--- config.mk ---
export PLATFORM = sky130hd
export DESIGN_NAME = pw_prog
export DESIGN_NICKNAME = d
export VERILOG_FILES = /design/src/rtl/pw_prog.sv
export SDC_FILE = /design/constraint.sdc
export NUM_CORES = 1
export LEC_CHECK = 0
export CAP_MARGIN = 0
export CORE_MARGIN = 1
export CORE_UTILIZATION = 45
export CTS_BUF_LIST = sky130_fd_sc_hd__clkbuf_4 sky130_fd_sc_hd__clkbuf_8
export CTS_CLUSTER_DIAMETER = 40
export DETAILED_ROUTE_END_ITERATION = 10
export PLACE_DENSITY = 0.79
export SYNTH_ARGS = -nofsm -noshare
export SYNTH_HDL_FRONTEND = slang
export SYNTH_SLANG_ARGS = --single-unit
export TNS_END_PERCENT = 1
--- constraint.sdc ---
create_clock -name clk -period 7.27 [get_ports clk]
set_input_delay 1.0905 -clock clk [delete_from_list [all_inputs] [get_ports clk]]
set_output_delay 1.0905 -clock clk [all_outputs]
set_load 0.005 [all_outputs]
--- src/rtl/pw_prog.sv ---
// pw_prog: password enrollment block. A code of four switch-index digits is
// entered, the switches are released, the code is re-entered to confirm, and
// on a full match the stored code is updated with a one-cycle code_valid pulse.
// Optional feature macro: PW_PROG_TIMEOUT_EN adds an inactivity timeout that
// forces ERR after TIMEOUT_CYCLES idle cycles in ENTER, RELEASE or CONFIRM.
module pw_prog #(
  parameter logic [15:0] DEFAULT_CODE   = 16'h0123,
  parameter int unsigned TIMEOUT_CYCLES = 50_000_000
) (
  input  logic        clk,
  input  logic        rst,
  input  logic [9:0]  sw,
  input  logic        prog,
  output logic [15:0] code,
  output logic        code_valid,
  output logic [5:0]  states,
  output logic [6:0]  HEX0,
  output logic [6:0]  HEX1,
  output logic [6:0]  HEX2,
  output logic [6:0]  HEX3,
  output logic [6:0]  HEX4
);

  localparam int unsigned SW_W   = 10;
  localparam int unsigned DIG_W  = 4;
  localparam int unsigned N_DIG  = 4;
  localparam int unsigned CNT_W  = 2;
  localparam int unsigned SEG_W  = 7;

  // Blank digit marker; real digits are 0..9 so 4'hF never collides.
  localparam logic [DIG_W-1:0] DIG_BLANK = 4'hF;

  localparam logic [SEG_W-1:0] SEG_BLANK = 7'h7F;
  localparam logic [SEG_W-1:0] SEG_P     = 7'h0C;
  localparam logic [SEG_W-1:0] SEG_C     = 7'h46;
  localparam logic [SEG_W-1:0] SEG_D     = 7'h21;
  localparam logic [SEG_W-1:0] SEG_E     = 7'h06;

  // Reject a zero timeout at elaboration; the counter compares against TIMEOUT_CYCLES-1.
  if (TIMEOUT_CYCLES < 1) begin : g_tmo_chk
    $error("pw_prog: TIMEOUT_CYCLES must be at least 1");
  end

  typedef enum logic [5:0] {
    S_IDLE    = 6'b000001,
    S_ENTER   = 6'b000010,
    S_RELEASE = 6'b000100,
    S_CONFIRM = 6'b001000,
    S_DONE    = 6'b010000,
    S_ERR     = 6'b100000
  } state_t;

  state_t                        state_q, state_d;
  logic [SW_W-1:0]               sw_q, sw_d;
  logic [CNT_W-1:0]              cnt_q, cnt_d;
  logic [N_DIG-1:0][DIG_W-1:0]   dig_q, dig_d;
  logic [15:0]                   code_q, code_d;
  logic                          code_valid_q, code_valid_d;
  logic [N_DIG:0][SEG_W-1:0]     hex_q, hex_d;

  logic [SW_W-1:0]               rise;
  logic                          press_one;
  logic                          press_multi;
  logic [DIG_W-1:0]              idx;
  logic                          show_dig;

`ifdef PW_PROG_TIMEOUT_EN
  localparam int unsigned TMO_W = $clog2(TIMEOUT_CYCLES + 1);
  logic [TMO_W-1:0] tmo_q, tmo_d;
  logic             tmo_run;
  logic             tmo_hit;
`endif

  // Active-low seven-segment decode of one digit; anything above 9 is blank.
  function automatic logic [SEG_W-1:0] seg7(input logic [DIG_W-1:0] d);
    logic [SEG_W-1:0] s;
    case (d)
      4'd0:    s = 7'h40;
      4'd1:    s = 7'h79;
      4'd2:    s = 7'h24;
      4'd3:    s = 7'h30;
      4'd4:    s = 7'h19;
      4'd5:    s = 7'h12;
      4'd6:    s = 7'h02;
      4'd7:    s = 7'h78;
      4'd8:    s = 7'h00;
      4'd9:    s = 7'h10;
      default: s = SEG_BLANK;
    endcase
    return s;
  endfunction

  // Press detection: rising edges only, classified as single or multi press.
  always_comb begin
    rise        = sw & ~sw_q;
    press_one   = (rise != '0) && ((rise & (rise - SW_W'(1))) == '0);
    press_multi = (rise != '0) && !press_one;
    idx         = '0;
    for (int i = 0; i < int'(SW_W); i++) begin
      if (rise[i]) idx = DIG_W'(i);
    end
  end

  // Next-state, buffer, code and display computation.
  always_comb begin
    state_d      = state_q;
    sw_d         = sw;
    cnt_d        = cnt_q;
    dig_d        = dig_q;
    code_d       = code_q;
    code_valid_d = 1'b0;
    hex_d        = hex_q;
    show_dig     = 1'b0;

    case (state_q)
      S_IDLE: begin
        if (prog) begin
          state_d = S_ENTER;
          dig_d   = {N_DIG{DIG_BLANK}};
          cnt_d   = '0;
        end
      end
      S_ENTER: begin
        if (press_multi) begin
          state_d = S_ERR;
        end else if (press_one) begin
          dig_d[cnt_q] = idx;
          cnt_d        = cnt_q + CNT_W'(1);
          if (cnt_q == CNT_W'(N_DIG - 1)) state_d = S_RELEASE;
        end
      end
      S_RELEASE: begin
        if (sw == '0) begin
          state_d = S_CONFIRM;
          cnt_d   = '0;
        end
      end
      S_CONFIRM: begin
        if (press_multi) begin
          state_d = S_ERR;
        end else if (press_one) begin
          if (idx != dig_q[cnt_q]) begin
            state_d = S_ERR;
          end else begin
            cnt_d = cnt_q + CNT_W'(1);
            if (cnt_q == CNT_W'(N_DIG - 1)) begin
              state_d      = S_DONE;
              code_d       = dig_q;
              code_valid_d = 1'b1;
            end
          end
        end
      end
      S_DONE, S_ERR: begin
        if (sw == '0) state_d = S_IDLE;
      end
      default: begin
        state_d = S_IDLE;
      end
    endcase

`ifdef PW_PROG_TIMEOUT_EN
    // Idle timeout: only fires when this cycle has no press and no transition.
    tmo_run = (state_q == S_ENTER) || (state_q == S_RELEASE) || (state_q == S_CONFIRM);
    tmo_hit = tmo_run && (tmo_q == TMO_W'(TIMEOUT_CYCLES - 1));
    tmo_d   = '0;
    if (tmo_hit && !press_one && (state_d == state_q)) begin
      state_d = S_ERR;
    end else if (tmo_run && !press_one && (state_d == state_q)) begin
      tmo_d = tmo_q + TMO_W'(1);
    end
`endif

    show_dig = (state_d == S_ENTER) || (state_d == S_RELEASE) ||
               (state_d == S_CONFIRM) || (state_d == S_DONE);
    for (int i = 0; i < int'(N_DIG); i++) begin
      hex_d[i] = show_dig ? seg7(dig_d[i]) : SEG_BLANK;
    end
    case (state_d)
      S_ENTER:   hex_d[N_DIG] = SEG_P;
      S_CONFIRM: hex_d[N_DIG] = SEG_C;
      S_DONE:    hex_d[N_DIG] = SEG_D;
      S_ERR:     hex_d[N_DIG] = SEG_E;
      default:   hex_d[N_DIG] = SEG_BLANK;
    endcase
  end

  // State and output registers with asynchronous reset.
  always_ff @(posedge clk or posedge rst) begin
    if (rst) begin
      state_q      <= S_IDLE;
      sw_q         <= '0;
      cnt_q        <= '0;
      dig_q        <= {N_DIG{DIG_BLANK}};
      code_q       <= DEFAULT_CODE;
      code_valid_q <= 1'b0;
      hex_q        <= {(N_DIG + 1){SEG_BLANK}};
`ifdef PW_PROG_TIMEOUT_EN
      tmo_q        <= '0;
`endif
    end else begin
      state_q      <= state_d;
      sw_q         <= sw_d;
      cnt_q        <= cnt_d;
      dig_q        <= dig_d;
      code_q       <= code_d;
      code_valid_q <= code_valid_d;
      hex_q        <= hex_d;
`ifdef PW_PROG_TIMEOUT_EN
      tmo_q        <= tmo_d;
`endif
    end
  end

  assign states     = state_q;
  assign code       = code_q;
  assign code_valid = code_valid_q;
  assign HEX0       = hex_q[0];
  assign HEX1       = hex_q[1];
  assign HEX2       = hex_q[2];
  assign HEX3       = hex_q[3];
  assign HEX4       = hex_q[4];

endmodule

==> impl_metrics.toml <==
# implementation run metrics
[sta]
max_slew_margin_pct = 32.78
fin_ws_ns = 2.395
max_freq_mhz = 205.1
slew_violations = 0

[layout]
comb-cell-share_pct = 40.93
nets = 533
clock_area_share_pct = 4.071
multiInputCombCellCount = 307
layout.nonclk_buf_share_pct = 12.45
inverters = 21
antenna_cells = 0
final.clkbuf_count = 11
drive_gt1_share_pct = 26.35

[synthesis]
xor_share_pct = 1.089
top_cell = "dfstp_2"
synth_cells = 425
synth_cell_types = 72
ys_ff = 85
ys_sh_simple_pct = 17.51
yosys.area.top_type = "dfstp_2"
top_cell_area_share_pct = 30.69

[status]
status = "complete, no violations"

[pwr]
power.net_switching_uw = 388.6
ir_drop_uv = 122.7
pg_seq_uw = 562
p_leak_uw = 0.002318
clock_power_share_pct = 30.4
power.share.combinational_pct = 25.2
switching_share_pct = 30.69
p_comb_uw = 320

[worst_setup_path]
start_kind = "input pin"
critPathBufInv = 2
crit_type = "input pin to flip-flop"
endpoint_kind = "flip-flop"
cp_data_required_time_ns = 7.51
cp_top_family = "simple AND/OR/NAND/NOR gates"
r2r_start = "sw_q[8]"
cp_max_fo = 28
crit_start = "sw[9]"

[die]
design.core.area_mm2 = 0.009955
tapCellCount = 133
die_area_mm2 = 0.01088

[global_route]
busiest_layer = "met2"
met1_usage_pct = 26.59
antenna_found_initial = 0
grt_use_met2_pct = 32.07
grt_pass1_wl_um = 17430

[placed_design]
hpwl_um = 7559
dpl.cell_count = 618
placed_area_mm2 = 0.005513
gp_congestion = 0.8883

[drt]
post_drt_wl_per_cell_um = 16.48
first_iter_violations = 170
wl_met3_um = 541
vias = 3605
met2_length_um = 4843

[hold_path]
holdPathEnd = "code[4]"
min_path_cells = 1

[clock_tree]
path_clk_slew_ns = 0.09
h-tree-depth = 3
clk_latency_ns = 0.37
clock_sinks = 85

[flow_run]
max_cap_viol_count = 0
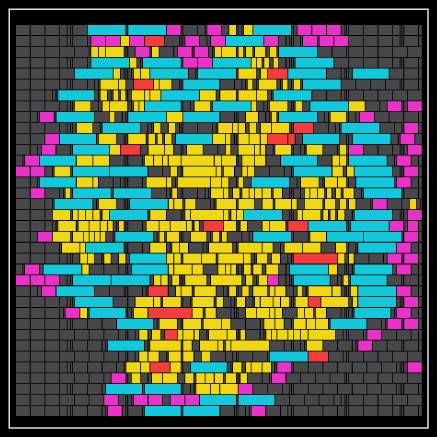
cell_classes.png
(4 px per um) Fill, decap, tap and diode cells in grey.
- cyan: flip-flops (cells 85; share of their area 39%)
- yellow: all other logic (cells 328; share of their area 44%)
- red: clock drivers and dummy loads (cells 16; share of their area 4.2%)
- magenta: other buffers and delay cells (cells 72; share of their area 13%)

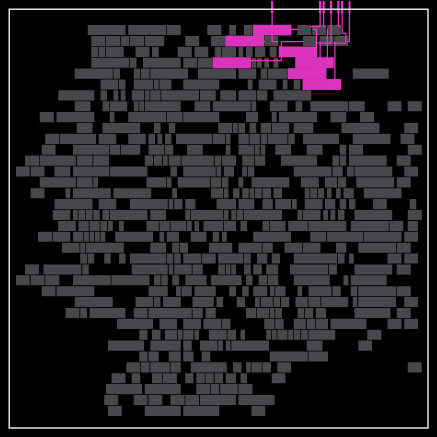
port_nets.png
(4 px per um)
- magenta: HEX1 (bits 7; direction output; edge top; end cells 7; wire 111 um)

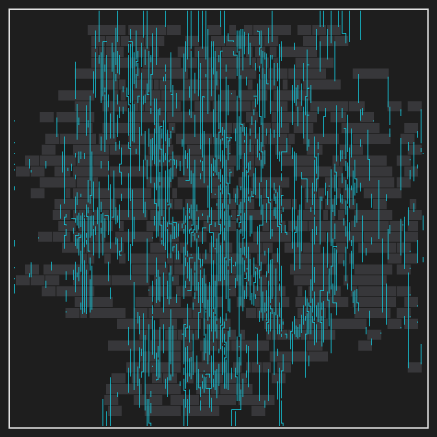
met2.png
(4 px per um)
- nets with wire on the layer: 460
- share of all routed wire: 46%
- main direction: vertical
- wire length on this layer: 4840 um
- longest straight run: 30.4 um

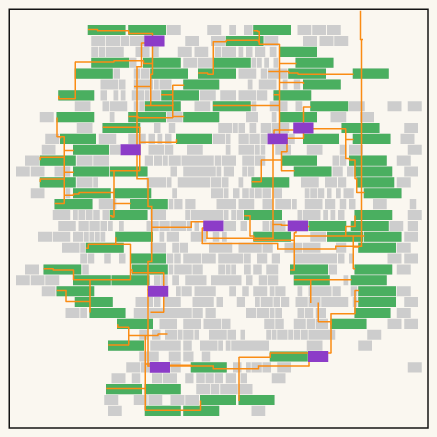
clock_map.png
(4 px per um)
- purple: cells driving clock nets (count 9)
- orange: clock wires (length 1050 um)
- green: flip-flops (count 85)
- routed clock nets: 10
- flops lie: spread over the die

